--- src/rtl/gemm_pkg.sv ---
// Shared definitions for the 4x4 systolic GEMM slice.
//   N          : array dimension (rows = cols = inner tile depth)
//   DW         : signed operand width
//   data_t     : one signed operand
//   row_vec_t  : N operands packed, element m in bits [m*DW +: DW]
//   feeder_state_e : control states of the skew feeder
package gemm_pkg;

    localparam int unsigned N  = 4;
    localparam int unsigned DW = 16;

    typedef logic signed [DW-1:0] data_t;
    typedef data_t [N-1:0]        row_vec_t;

    typedef enum logic [1:0] {
        LOAD  = 2'd0,
        FEED  = 2'd1,
        DRAIN = 2'd2
    } feeder_state_e;

endpackage

--- src/rtl/skew_tile_buffer.sv ---
// N x N operand store for one matrix tile with a diagonal read port.
//   clk_i     : clock
//   wr_en_i   : write row wr_idx_i with wr_row_i
//   wr_idx_i  : row index k being loaded
//   wr_row_i  : row k, element m in bits [m*DW +: DW]
//   step_i    : diagonal feed step f (0..2N-2)
//   diag_o    : lane l in bits [l*DW +: DW]
// Row mode   (COL_MODE=0): lane i = M[i][f-i], 0 outside the tile.
// Column mode(COL_MODE=1): lane j = M[f-j][j], 0 outside the tile.
// Contents are not reset; they are always rewritten before being read.
module skew_tile_buffer
    import gemm_pkg::*;
#(
    parameter int unsigned N        = gemm_pkg::N,
    parameter int unsigned DW       = gemm_pkg::DW,
    parameter int unsigned IW       = (N > 1) ? $clog2(N) : 1,
    parameter int unsigned SW       = (2*N-1 > 1) ? $clog2(2*N-1) : 1,
    parameter bit          COL_MODE = 1'b0
)(
    input  logic            clk_i,
    input  logic            wr_en_i,
    input  logic [IW-1:0]   wr_idx_i,
    input  logic [N*DW-1:0] wr_row_i,
    input  logic [SW-1:0]   step_i,
    output logic [N*DW-1:0] diag_o
);

    logic [N*DW-1:0] mem_q [N];

    always_ff @(posedge clk_i) begin
        if (wr_en_i) begin
            mem_q[wr_idx_i] <= wr_row_i;
        end
    end

    // Lane l carries inner index kk where f = l + kk; a step that falls
    // outside 0..N-1 for that lane matches no kk and leaves the lane at zero.
    always_comb begin
        diag_o = '0;
        for (int unsigned l = 0; l < N; l++) begin
            for (int unsigned kk = 0; kk < N; kk++) begin
                if (32'(step_i) == l + kk) begin
                    if (COL_MODE) begin
                        diag_o[l*DW +: DW] = mem_q[IW'(kk)][l*DW +: DW];
                    end else begin
                        diag_o[l*DW +: DW] = mem_q[IW'(l)][kk*DW +: DW];
                    end
                end
            end
        end
    end

endmodule

--- src/rtl/systolic_skew_feeder.sv ---
// Upstream feeder of the NxN systolic GEMM array.
// Loads one A tile and one B tile (N beats, one row of each per beat),
// then drives diagonal-skewed row/column streams for 2N-1 steps, waits
// DRAIN_CYCLES for the array to settle and pulses done.
//   clk, rst_n  : clock, asynchronous active-low reset
//   in_valid    : load beat valid
//   in_ready    : load beat ready (high only in LOAD, state-decoded)
//   in_a_row    : A row k, element m in bits [m*DW +: DW]
//   in_b_row    : B row k, element m in bits [m*DW +: DW]
//   row_out     : row-stream i in slice i, A[i][f-i]
//   col_out     : column-stream j in slice j, B[f-j][j]
//   feed_valid  : a feed step is on row_out/col_out
//   busy        : feeding or draining
//   done        : one-cycle pulse, tile results final in the array
module systolic_skew_feeder
    import gemm_pkg::*;
#(
    parameter int unsigned N            = gemm_pkg::N,
    parameter int unsigned DW           = gemm_pkg::DW,
    parameter int unsigned DRAIN_CYCLES = N + 1
)(
    input  logic            clk,
    input  logic            rst_n,
    input  logic            in_valid,
    output logic            in_ready,
    input  logic [N*DW-1:0] in_a_row,
    input  logic [N*DW-1:0] in_b_row,
    output logic [N*DW-1:0] row_out,
    output logic [N*DW-1:0] col_out,
    output logic            feed_valid,
    output logic            busy,
    output logic            done
);

    localparam int unsigned KW  = (N > 1) ? $clog2(N) : 1;
    localparam int unsigned SW  = (2*N-1 > 1) ? $clog2(2*N-1) : 1;
    localparam int unsigned DCW = (DRAIN_CYCLES > 1) ? $clog2(DRAIN_CYCLES) : 1;

    localparam logic [KW-1:0]  LAST_BEAT  = KW'(N - 1);
    localparam logic [SW-1:0]  LAST_STEP  = SW'(2*N - 2);
    localparam logic [DCW-1:0] LAST_DRAIN = DCW'(DRAIN_CYCLES - 1);

    feeder_state_e   state_q, state_d;
    logic [KW-1:0]   beat_q, beat_d;
    logic [SW-1:0]   step_q, step_d;
    logic [DCW-1:0]  drain_q, drain_d;
    logic [N*DW-1:0] row_q, row_d;
    logic [N*DW-1:0] col_q, col_d;
    logic            feed_valid_q, feed_valid_d;
    logic            busy_q, busy_d;
    logic            done_q, done_d;

    logic            wr_en;
    logic [N*DW-1:0] a_diag;
    logic [N*DW-1:0] b_diag;

    skew_tile_buffer #(
        .N        (N),
        .DW       (DW),
        .IW       (KW),
        .SW       (SW),
        .COL_MODE (1'b0)
    ) u_a_buf (
        .clk_i    (clk),
        .wr_en_i  (wr_en),
        .wr_idx_i (beat_q),
        .wr_row_i (in_a_row),
        .step_i   (step_q),
        .diag_o   (a_diag)
    );

    skew_tile_buffer #(
        .N        (N),
        .DW       (DW),
        .IW       (KW),
        .SW       (SW),
        .COL_MODE (1'b1)
    ) u_b_buf (
        .clk_i    (clk),
        .wr_en_i  (wr_en),
        .wr_idx_i (beat_q),
        .wr_row_i (in_b_row),
        .step_i   (step_q),
        .diag_o   (b_diag)
    );

    // Ready depends on state only, so in_valid never reaches in_ready.
    assign in_ready = (state_q == LOAD);

    always_comb begin
        state_d      = state_q;
        beat_d       = beat_q;
        step_d       = step_q;
        drain_d      = drain_q;
        row_d        = '0;
        col_d        = '0;
        feed_valid_d = 1'b0;
        busy_d       = 1'b0;
        done_d       = 1'b0;
        wr_en        = 1'b0;

        unique case (state_q)
            LOAD: begin
                if (in_valid) begin
                    wr_en = 1'b1;
                    if (beat_q == LAST_BEAT) begin
                        beat_d  = '0;
                        step_d  = '0;
                        state_d = FEED;
                    end else begin
                        beat_d = beat_q + KW'(1);
                    end
                end
            end

            // Output registers are loaded from step_q, so step f appears
            // one edge after the state register reaches that step.
            FEED: begin
                feed_valid_d = 1'b1;
                busy_d       = 1'b1;
                row_d        = a_diag;
                col_d        = b_diag;
                if (step_q == LAST_STEP) begin
                    drain_d = '0;
                    state_d = DRAIN;
                end else begin
                    step_d = step_q + SW'(1);
                end
            end

            // busy drops on the same edge that raises done.
            DRAIN: begin
                if (drain_q == LAST_DRAIN) begin
                    done_d  = 1'b1;
                    state_d = LOAD;
                end else begin
                    busy_d  = 1'b1;
                    drain_d = drain_q + DCW'(1);
                end
            end

            default: begin
                state_d = LOAD;
            end
        endcase
    end

    always_ff @(posedge clk or negedge rst_n) begin
        if (!rst_n) begin
            state_q      <= LOAD;
            beat_q       <= '0;
            step_q       <= '0;
            drain_q      <= '0;
            row_q        <= '0;
            col_q        <= '0;
            feed_valid_q <= 1'b0;
            busy_q       <= 1'b0;
            done_q       <= 1'b0;
        end else begin
            state_q      <= state_d;
            beat_q       <= beat_d;
            step_q       <= step_d;
            drain_q      <= drain_d;
            row_q        <= row_d;
            col_q        <= col_d;
            feed_valid_q <= feed_valid_d;
            busy_q       <= busy_d;
            done_q       <= done_d;
        end
    end

    assign row_out    = row_q;
    assign col_out    = col_q;
    assign feed_valid = feed_valid_q;
    assign busy       = busy_q;
    assign done       = done_q;

endmodule
--- config.mk ---
export PLATFORM = sky130hd
export DESIGN_NAME = systolic_skew_feeder
export DESIGN_NICKNAME = d
export VERILOG_FILES = /design/src/rtl/gemm_pkg.sv /design/src/rtl/skew_tile_buffer.sv /design/src/rtl/systolic_skew_feeder.sv
export SDC_FILE = /design/constraint.sdc
export NUM_CORES = 1
export LEC_CHECK = 0
export ABC_AREA = 1
export CORE_ASPECT_RATIO = 1.25
export CORE_MARGIN = 8
export CORE_UTILIZATION = 25
export CTS_CLUSTER_SIZE = 10
export DETAILED_ROUTE_END_ITERATION = 10
export HOLD_SLACK_MARGIN = 0.12
export PLACE_DENSITY = 0.46
export SLEW_MARGIN = 10
export SYNTH_ARGS = -nofsm -noshare
export SYNTH_HDL_FRONTEND = slang
export SYNTH_HIERARCHICAL = 1
export SYNTH_SLANG_ARGS = --single-unit
--- constraint.sdc ---
create_clock -name clk -period 12.3 [get_ports clk]
set_clock_uncertainty 0.2 [all_clocks]
set_input_delay 2.46 -clock clk [delete_from_list [all_inputs] [get_ports clk]]
set_output_delay 2.46 -clock clk [all_outputs]
set_load 0.1 [all_outputs]
==> metrics.cfg, run 1 <==
[critical_path]
crit_path_max_incr_delay_ns=1.19
cp_slowest_cell=clkdlybuf4s50_1
worstSetupStartpointType=register
critical_path_required_ns=9.64
crit_type=reg -> out
cp.arrival_ns=2.67
crit_chain=inv_1, ha_1, clkdlybuf4s50_1
r2r_slack_ns=8.62
path_delay_family=buffers and inverters
crit_buf_inv=2
rr_endpoint=u_b_buf/mem_q[1][56]$_DFFE_PP_
cp_max_fo=6
r2r-start=state_q[1]$_DFFE_PN0P_
reg2reg_depth=7
path_depth=3
setup.worst_path.end_class=output pin

[drt]
dr.max_layer_used=met5
ant_nets=0
dr.first_iter.drc_count=1036
firstDrtPassIters=7
met1_length_um=30200
met3RoutedLength_um=5040
drc=0
wl_met2_um=35500
routed_via_density=4.67

[cells_and_area]
logic_area_sq_um=4750
drive_above_1_share=0.0823
nNonClkBuffers=287
clkbuf_count=133
final-nonclk-buf-share=0.0908
comb_share=0.153
antenna_cells=7
flop_area_sq_um=18900
dominant_cells=sequential cells
final_core_util=0.310
final_nets=2165
seq_area_frac=0.608
flops=653
n_fill_cell=10000
comb.multi_input.count=853
clkCellAreaFrac=0.0765
syn_to_final_growth_pct=23.0
final_area_sq_um=31100
inverters=151

[job]
warning_count=37
maxCapViolCount=0

[clock_tree]
ctsResizeCount=0
clkSinkCount=653
clock.latency.late_pin_ns=0.60
path_clk_slew_ns=0.05
post_cts_buffers=0
cts_max_path_buffers=3
cts_hold_buf=0
cts_tree=yes
cts_max_level=3
cts_buffers=79
cts_root_buf=clkbuf_16

[synthesis]
syn_inst=1808
synth.distinct_cells=27
synthAoiAreaFrac=0.000791
yosysWarnings=6
ys_cells=1808
syn_area_sq_um=25300
synth_seq_share=0.747
flop_cell=edfxtp_1
ys_sh_adder=0.00445
area_leaders=edfxtp_1, dfrtp_1, nand4_1
synth-edff-count=512
common_cells=edfxtp_1, nand4_1, nand2_1
fp_nets=1948
ys_area_sq_um=25300
ys_sh_simple=0.180
ys_sh_mux=0
top_area_cell=edfxtp_1
postSynthAreaPerCell_sq_um=14.0
yosys_register_bits=653
synth_top_cell_by_count=edfxtp_1
xor_area_frac=0

[floorplan]
core.rowCount=130
taps=1320
chipArea_sq_um=112000
die_h_um=372
io_pins=263
fp_util=0.252
core_area_sq_um=101000

[power_and_ir_drop]
powerComb_mw=1.27
total_power_mw=6.33
static-leakage-power_nw=11.5
pwr-share-comb=0.201
pg_seq_mw=2.92
switchingPower_mw=2.01
power-top-group=sequential cells
ir_drop_uv=89.0
powerDensity_nw_per_um2=203
p_sw_frac=0.318
pwr-share-seq=0.461

[sta]
fmax_mhz=188
hold_violations=0
final.setup.tns_ns=0
max_slew_margin=0.213
tightest_slew_ns=1.18
finalSetupViolations=0
fin_crit_ns=5.33
holdWs_ns=0.326
finalClockPeriodUsage=0.433
slew_violations=0
fin_ws_ns=6.97
rsz0062_at_grt=false

[grt]
grt_pass1_vias=16700
antenna_found_initial=15
grt_max_degree=130
gr-usage-met2=0.215
use_met1=0.153
grt-ovfl-total=0

[placement]
dp_hpwl_um=42500
pre_cts_ws_ns=6.54
dpl_cell_area_sq_um=28700
place_congestion=0.710
dp_cells=3264
port_buffers=262

[min_path]
min_path_cells=2
hold_class=reg -> reg
holdCritStartpoint=state_q[1]$_DFFE_PN0P_

[run_status]
outcome=finished, final reports clean

-- run 1: placed cells by master (no fill, tap or decap), types with 2 or more instances in the layout --
cell             netlist  routed
edfxtp_1             512     512
nand4_1              450     450
clkdlybuf4s50_1        0     261
nand2_1              228     228
nand3_1              138     138
dfrtp_1              141     138
inv_1                124     124
clkbuf_16              0      82
clkbuf_1               8      45
inv_2                 24      24
buf_4                 39      24
ha_1                   9       8
nor3_2                 0       8
diode_2                0       7
nor2_1                 7       7
clkbuf_8               0       7
clkinv_2               0       6
nor2_8                 4       4
inv_6                  1       3
dfrtp_4                0       3
clkinv_1               0       2
nand2_4                2       2
nor2_4                 2       2
Fig. 1: run 1, M3 wires
Cells faint in the background.
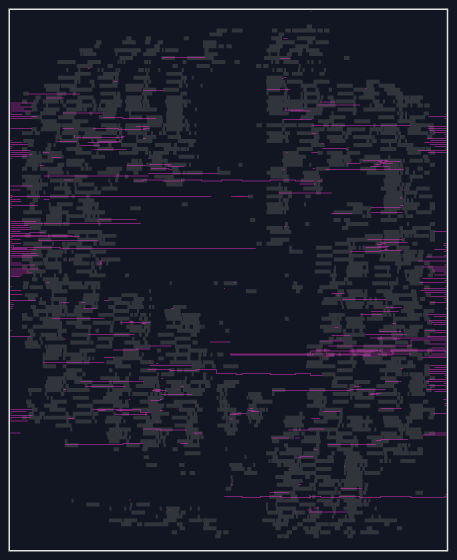
- share of all routed wire: 6.9%
- wire length on this layer: 5040 um

Fig. 2: run 1, clock wires, drivers and flops
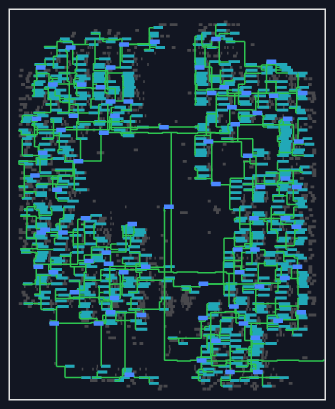
- green: clock wires (length 8940 um)
- blue: cells driving clock nets (count 79)
- cyan: flip-flops (count 653)
- routed clock nets: 80
- flops lie: spread over the die
clock network fraction of total power: 0.338
Clock net power: 2.14 mW

Fig. 3: run 1, routing congestion
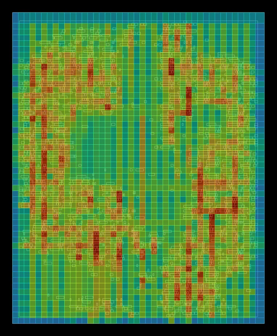
GRT busiest layer: met2
wire per inst: 21.3 um
GRT Util Overall: 0.126
met3 Use GR: 0.0369

Fig. 4: run 1, cell sizes after repair
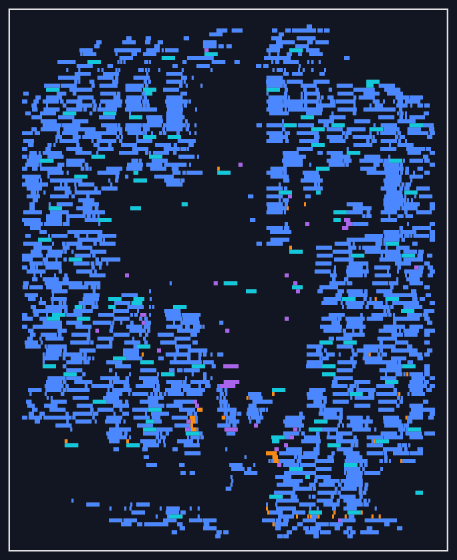

==> run 2: changes to the inputs <==
Clock period 12.3 ns to 5.24 ns, I/O delays scaled along.
Fig. 5: run 2, cell sizes after repair
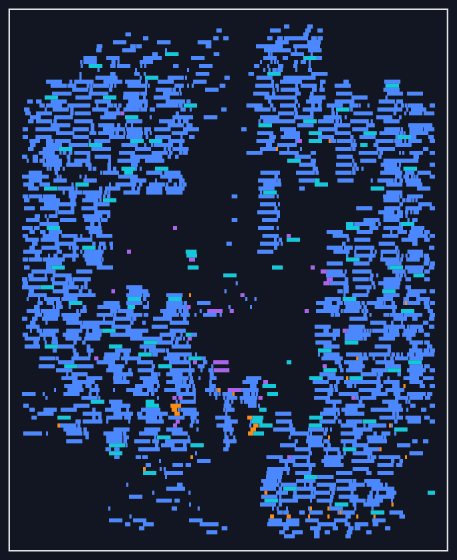
- purple: drive 3 to 4 (cells 32)
- cyan: drive 6 and up (cells 101)
- blue: drive 1 or less (cells 1920)
- orange: drive 2 (cells 37)

Fig. 6: run 2, routing congestion
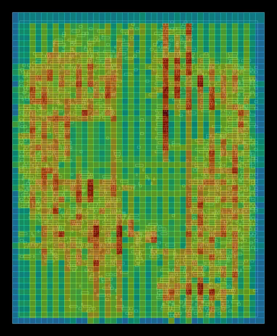
grt met2 use: 0.220
GRT Util Overall: 0.128
wire per inst: 21.6 um
M1 GR Usage: 0.155
Finished Core Util: 0.310

==> run 2 against run 1 <==
- clock power grew 140%
- critical endpoint unchanged
- sequential share of layout area shrank 0.098 points
- worst hold slack lost 0.088 ns
==> metrics.cfg, run 2 <==
[critical_path]
crit_path_max_incr_delay_ns=1.19  ; about the same
critical_path_required_ns=3.99  ; -5.65 ns
reg2reg_depth=6  ; -1
cp_slowest_cell=clkdlybuf4s50_1
r2r_slack_ns=2.15  ; -6.47 ns
r2r-start=step_q[1]$_DFFE_PN0P_
crit_chain=inv_1, ha_1, clkdlybuf4s50_1
rr_endpoint=row_out[5]$_DFF_PN0_
path_delay_family=buffers and inverters
crit_buf_inv=2  ; unchanged
path_depth=3  ; unchanged
cp.arrival_ns=2.68  ; about the same
worstSetupStartpointType=register
crit_type=reg -> out
setup.worst_path.end_class=output pin

[drt]
wl_met2_um=36500  ; +3.0%
firstDrtPassIters=5  ; -2
met3RoutedLength_um=4590  ; -8.9%
drc=0  ; unchanged
met1_length_um=30800  ; +1.8%

[floorplan]
chipArea_sq_um=112000  ; unchanged
die_h_um=372  ; unchanged
fp_util=0.252  ; unchanged
core.rowCount=130  ; unchanged

[cells_and_area]
layout.cells.most_common=edfxtp_1
final_area_sq_um=31200  ; +0.16%
n_fill_cell=10000  ; +0.24%
final_nets=2166  ; +0.046%

[synthesis]
area_leaders=edfxtp_1, dfrtp_1, nand4_1
synth.distinct_cells=27  ; unchanged
synthAoiAreaFrac=0.000791  ; unchanged
ys_cells=1808  ; unchanged
yosysWarnings=6  ; unchanged
synth-edff-count=512  ; unchanged
common_cells=edfxtp_1, nand4_1, nand2_1
fp_nets=1948  ; unchanged
postSynthAreaPerCell_sq_um=14.0  ; unchanged
flop_cell=edfxtp_1
xor_area_frac=0  ; unchanged
ys_area_sq_um=25300  ; unchanged
ys_sh_adder=0.00445  ; unchanged
syn_inst=1808  ; unchanged
top_area_cell=edfxtp_1
ys_sh_simple=0.180  ; unchanged

[sta]
slew_violations=0  ; unchanged
holdWs_ns=0.239  ; -0.0877 ns
tightest_slew_ns=1.21  ; +0.0321 ns
rsz0062_at_grt=false
max_slew_margin=0.191  ; -0.0214
fin_ws_ns=1.31  ; -5.66 ns
fmax_mhz=255
hold_violations=0  ; unchanged
final.setup.tns_ns=0  ; unchanged

[power_and_ir_drop]
total_power_mw=14.9  ; +140%
powerDensity_nw_per_um2=478  ; +140%
static-leakage-power_nw=11.5  ; about the same

[placement]
dp_cells=3265  ; +0.031%
dpl_cell_area_sq_um=28800  ; +0.20%
dp_hpwl_um=42900  ; +0.82%
pre_cts_ws_ns=1.64  ; -4.90 ns

[clock_tree]
cts_root_buf=clkbuf_16
clkSinkCount=653  ; unchanged
clock.latency.late_pin_ns=0.61  ; about the same
cts_max_level=3  ; unchanged
path_clk_slew_ns=0.05  ; about the same
ctsResizeCount=0  ; unchanged
cts_hold_buf=0  ; unchanged
cts_buffers=79  ; unchanged

[job]
maxCapViolCount=0  ; unchanged
warning_count=32  ; -14%

[run_status]
outcome=finished, final reports clean

[grt]
grt_pass1_vias=16800  ; +0.44%
grt-ovfl-total=0  ; unchanged
antenna_found_initial=13  ; -2

Fig. 7: run 2, M3 wires
Cells faint in the background.
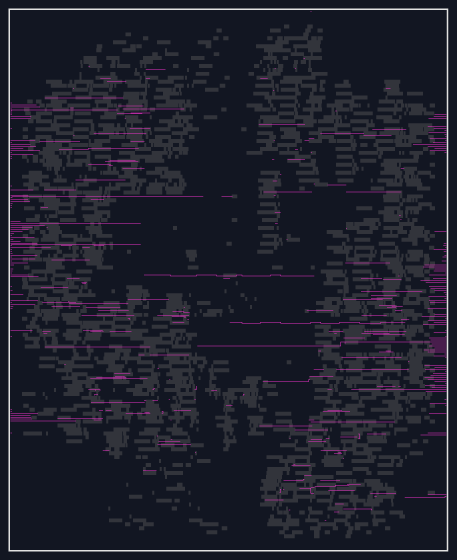
- share of all routed wire: 6.2%
- nets with wire on the layer: 243

run 2: cell counts after synthesis:
No cell type changed its count.
run 2: cell type report:
| type | count | area, sq um | area share |
|---|---|---|---|
| multi-input cells | 853 | 4750 | 0.152 |
| diodes | 6 | 15.0 | 0.000482 |
| repair buffers | 288 | 2880 | 0.0925 |
| well taps | 1320 | 1650 | 0.0530 |
| clock buffers | 133 | 2260 | 0.0726 |
| flip-flops and latches | 653 | 18900 | 0.607 |
| clock inverters | 12 | 115 | 0.00369 |
| inverters | 151 | 582 | 0.0187 |
run 2: power breakdown:
group          switching (mW)  leakage [nW]  internal, mW  total (mW)
logic                    2.41          3.71         0.600        3.01
registers               0.293          6.62          6.56        6.86
clock network            2.05          1.14          2.98        5.03
total                    4.76          11.5          10.1        14.9
No activity file was given, so power comes from the tool's default toggle rates.
